Congestion heat map:
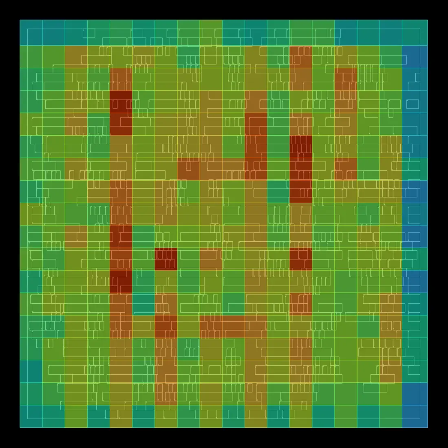
Register map, names as in the netlist:
(4 px per µm) Other sequential cells in the stronger gray, the rest of the logic in the fainter gray.
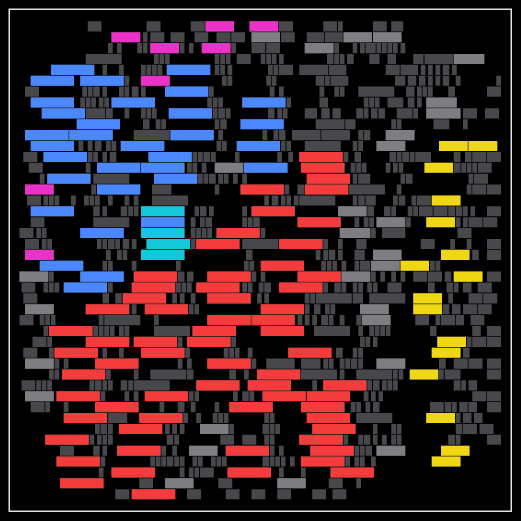
[config.mk]
export PLATFORM = sky130hd
export DESIGN_NAME = reg_bus_master
export DESIGN_NICKNAME = d
export VERILOG_FILES = /design/src/rtl/reg_bus_master.sv
export SDC_FILE = /design/constraint.sdc
export NUM_CORES = 1
export LEC_CHECK = 0
export ABC_AREA = 1
export CORE_MARGIN = 2
export CORE_UTILIZATION = 44
export CTS_CLUSTER_SIZE = 20
export DETAILED_ROUTE_END_ITERATION = 12
export PLACE_DENSITY_LB_ADDON = 0.05
export SYNTH_ARGS = -nofsm -noshare
export SYNTH_HDL_FRONTEND = slang
export SYNTH_SLANG_ARGS = --single-unit
[constraint.sdc]
create_clock -name clk -period 1.9 [get_ports clk]
set_input_delay 0.38 -clock clk [delete_from_list [all_inputs] [get_ports clk]]
set_output_delay 0.38 -clock clk [all_outputs]
set_load 0.02 [all_outputs]
[src/rtl/reg_bus_master.sv]
// reg_bus_master: upstream command master for the register-control slave.
// Host requests are queued in a small FIFO and issued to the slave one at a time.
// Read data is captured one clock after the slave accepts a read, and it is returned
// on a valid/ready response port. Writes produce no response.
// Optional feature: define REG_MST_TIMEOUT_EN to abort an op that waits TIMEOUT_CYCLES
// for m_ready. The op then returns an error response. This applies to reads and writes.
module reg_bus_master #(
    parameter int unsigned ADDR_WIDTH     = 8,
    parameter int unsigned DATA_WIDTH     = 16,
    parameter int unsigned FIFO_DEPTH     = 4,
    parameter int unsigned TIMEOUT_CYCLES = 64
) (
    input  logic                          clk,
    input  logic                          rstn,
    input  logic                          req_valid,
    output logic                          req_ready,
    input  logic                          req_wr,
    input  logic [ADDR_WIDTH-1:0]         req_addr,
    input  logic [DATA_WIDTH-1:0]         req_wdata,
    output logic                          rsp_valid,
    input  logic                          rsp_ready,
    output logic [DATA_WIDTH-1:0]         rsp_data,
    output logic                          rsp_err,
    output logic [$clog2(FIFO_DEPTH):0]   fifo_count,
    output logic                          m_sel,
    output logic                          m_wr,
    output logic [ADDR_WIDTH-1:0]         m_addr,
    output logic [DATA_WIDTH-1:0]         m_wdata,
    input  logic                          m_ready,
    input  logic [DATA_WIDTH-1:0]         m_rdata
);

    localparam int unsigned PTR_W = $clog2(FIFO_DEPTH);
    localparam int unsigned CNT_W = PTR_W + 1;

    if (FIFO_DEPTH < 2 || (FIFO_DEPTH & (FIFO_DEPTH - 1)) != 0) begin : g_bad_depth
        $error("FIFO_DEPTH must be a power of 2 and at least 2");
    end
    if (TIMEOUT_CYCLES < 1) begin : g_bad_timeout
        $error("TIMEOUT_CYCLES must be at least 1");
    end

    typedef enum logic [1:0] {StIdle, StReq, StRdata, StRsp} state_e;

    state_e                  state;

    logic                    fifo_wr    [FIFO_DEPTH];
    logic [ADDR_WIDTH-1:0]   fifo_addr  [FIFO_DEPTH];
    logic [DATA_WIDTH-1:0]   fifo_wdata [FIFO_DEPTH];
    logic [PTR_W-1:0]        wr_ptr;
    logic [PTR_W-1:0]        rd_ptr;
    logic                    fifo_empty;
    logic                    fifo_full;
    logic                    push;
    logic                    pop;

    assign fifo_empty = (fifo_count == '0);
    assign fifo_full  = (fifo_count == CNT_W'(FIFO_DEPTH));
    // Full blocks a push even when a pop happens in the same cycle.
    assign req_ready  = !fifo_full;
    assign push       = req_valid && req_ready;
    assign pop        = (state == StIdle) && !fifo_empty;

`ifdef REG_MST_TIMEOUT_EN
    localparam int unsigned TO_W = $clog2(TIMEOUT_CYCLES + 1);
    logic [TO_W-1:0]         wait_cnt;
`else
    assign rsp_err = 1'b0;
`endif

    // FIFO storage: needs no reset because the pointers define which entries are valid.
    always_ff @(posedge clk) begin
        if (push) begin
            fifo_wr[wr_ptr]    <= req_wr;
            fifo_addr[wr_ptr]  <= req_addr;
            fifo_wdata[wr_ptr] <= req_wdata;
        end
    end

    // FIFO pointers and occupancy. The pointers wrap naturally because the depth is a power of 2.
    always_ff @(posedge clk) begin
        if (!rstn) begin
            wr_ptr     <= '0;
            rd_ptr     <= '0;
            fifo_count <= '0;
        end else begin
            if (push) begin
                wr_ptr <= wr_ptr + 1'b1;
            end
            if (pop) begin
                rd_ptr <= rd_ptr + 1'b1;
            end
            if (push && !pop) begin
                fifo_count <= fifo_count + 1'b1;
            end else if (pop && !push) begin
                fifo_count <= fifo_count - 1'b1;
            end
        end
    end

    // Transaction FSM: issue, wait for acceptance, capture read data, hold the response.
    always_ff @(posedge clk) begin
        if (!rstn) begin
            state     <= StIdle;
            m_sel     <= 1'b0;
            m_wr      <= 1'b0;
            m_addr    <= '0;
            m_wdata   <= '0;
            rsp_valid <= 1'b0;
            rsp_data  <= '0;
`ifdef REG_MST_TIMEOUT_EN
            rsp_err   <= 1'b0;
            wait_cnt  <= '0;
`endif
        end else begin
            case (state)
                StIdle: begin
                    if (!fifo_empty) begin
                        m_addr   <= fifo_addr[rd_ptr];
                        m_wr     <= fifo_wr[rd_ptr];
                        m_wdata  <= fifo_wdata[rd_ptr];
                        m_sel    <= 1'b1;
                        state    <= StReq;
`ifdef REG_MST_TIMEOUT_EN
                        wait_cnt <= '0;
`endif
                    end
                end
                StReq: begin
                    if (m_sel && m_ready) begin
                        m_sel <= 1'b0;
                        state <= m_wr ? StIdle : StRdata;
                    end
`ifdef REG_MST_TIMEOUT_EN
                    else if (wait_cnt == TO_W'(TIMEOUT_CYCLES - 1)) begin
                        // Abort: this stall cycle is the TIMEOUT_CYCLES-th.
                        m_sel     <= 1'b0;
                        rsp_valid <= 1'b1;
                        rsp_err   <= 1'b1;
                        rsp_data  <= '0;
                        state     <= StRsp;
                    end else begin
                        wait_cnt <= wait_cnt + 1'b1;
                    end
`endif
                end
                StRdata: begin
                    // The slave presents the read data during this single cycle.
                    rsp_data  <= m_rdata;
                    rsp_valid <= 1'b1;
`ifdef REG_MST_TIMEOUT_EN
                    rsp_err   <= 1'b0;
`endif
                    state     <= StRsp;
                end
                StRsp: begin
                    if (rsp_valid && rsp_ready) begin
                        rsp_valid <= 1'b0;
                        state     <= StIdle;
                    end
                end
                default: begin
                    state <= StIdle;
                end
            endcase
        end
    end

endmodule
==> Changelog: implementation <==
## Flow update

* Status: complete, no violations
* Tcrit/Tclk final at 94.76%
* Syn Inst Count at 711
* Switching Share at 34.04%
* Flops at 152
* Max Slew Vio Count at 0
* Most common cell in the netlist: nand2_1
* Area growth syn-to-layout at 27.19%
* Starting DRT DRC Count at 216
* # nets final at 860
* Top power group: sequential cells
* DRC viols at 0
* # Max-Cap Violations at 0
* Mean area per synthesized cell at 9.080 µm²
* OpenROAD warnings at 29
* CTS clk-pin slew, worst paths at 0.06 ns
* Num rows at 44
* Tap Count at 184
* Sum of buffers and inverters on the critical path at 1
* Pre-Repair DR Iteration Count at 4
* Buffer count from post-CTS setup fixing at 0
* Die H at 125.1 µm
* Combinational gate count at 387
* ClkCell Share at 7.283%
* Post-DP Area at 7607 µm²
* Min-delay worst type: in -> reg
* Total power at 11.76 mW
* Largest area contributor in the netlist: edfxtp_1
* PortBufs at 92
* Final hold slack at 0.3983 ns
* Comb area share at 20.74%
* Met2 wire len at 6480 µm
* Max reg flops at 64
* P_sw at 4.002 mW
* Die footprint at 15,660 µm²
* Invs w/o clock at 143
* Floorplan Nets at 763
* Pwr/cell area at 1432 nW/µm²
* Clk pwr share at 28.0%
* Fin. Hold Viols at 0
* Hold path endpoint: m_wdata[13]
* Upper clock frequency limit at 555.4 MHz
* I/O pin cnt at 94
* Relative slew slack at 61.92%
* Max VDD drop at 638.5 µV
* Reg area at 4051 µm²
* Signal buffers at 107
* FF-to-FF Start: fifo_count[1]
* Worst-Skew Late Latency at 0.42 ns
* Post-synth seq share at 62.64%
* Total track usage at 17.52%
* Yosys synthesis chip area at 6456 µm²
* Finished Layout Cells at 1,005
* Met1 WL at 5864 µm
* Final setup vio count at 0
* Yosys Instances at 711
* R2R cell count at 13
* Synth top cells by count: nand2_1 (197), inv_1 (139), edfxtp_1 (100), nor2_1 (87), nand3_1 (56)
* Detailed placement HPWL at 7854 µm
* Ys async rst share at 0%
* RR Endpoint: fifo_count[2]
* CP Class: reg -> out
* Die W at 125.1 µm
* Crit path required time at 1.52 ns
* Placed instance count at 973
* CTS hold repair buffers at 0
* Count of library flops with an enable pin at 100
* First-pass GRT wire length at 21,580 µm
* Int Pwr at 7.755 mW
* Grt met1 use at 21.45%
* Top area cell types: edfxtp_1 (47%), dfxtp_1 (16%), nand2_1 (11%)
* # clk buffers at 28
* Routed wire length on met3 at 598 µm
* Max Fanout on Critical Path at 4
* Max-area cell class: flip-flops and latches
* Post-layout util at 56.93%
* Final min period at 1.800 ns
* M2 GR Usage at 29.92%
* GPL Wtd Cong at 0.7247
Notes on 'congestion heat map' above:
GRT busiest layer: met2
met3 Usage GRT: 4.835%
WL/cell: 13.00 µm

Notes on 'register map, names as in the netlist' above:
legend:
  `fifo_wr`:
    color: cyan
    sequential_cells: 4
  `rsp_data`:
    color: yellow
    sequential_cells: 16
  `fifo_wdata`:
    color: red
    sequential_cells: 64
  `fifo_addr`:
    color: blue
    sequential_cells: 32
  `m_addr`:
    color: magenta
    sequential_cells: 8

-- worst reg2reg max path: stages, from the launching register on --
cell	delay [ns]
dfxtp_2	0.39
nor2_4	0.06
nand2_2	0.07
nand2_2	0.05
inv_1	0.08
ha_1	0.17
inv_1	0.07
fa_1	0.38
inv_1	0.06
nand2_1	0.04
nand3_1	0.07
nand2_1	0.05
nand2_1	0.05
nor2_1	0.03
-- cell families (layout without fill, tap and decap cells) --
family                   Yosys count  count (layout)  synth area share (%)
AND-OR/OR-AND                     27              27                 2.267
adder cells (fa/ha/maj)            6               6                 1.279
buffers and inverters            172             282                 11.34
flip-flops                       152             152                 62.64
other                              1               1               0.05808
AND/OR/NAND/NOR                  353             353                 22.42
No activity file was given, so power comes from the tool's default toggle rates.
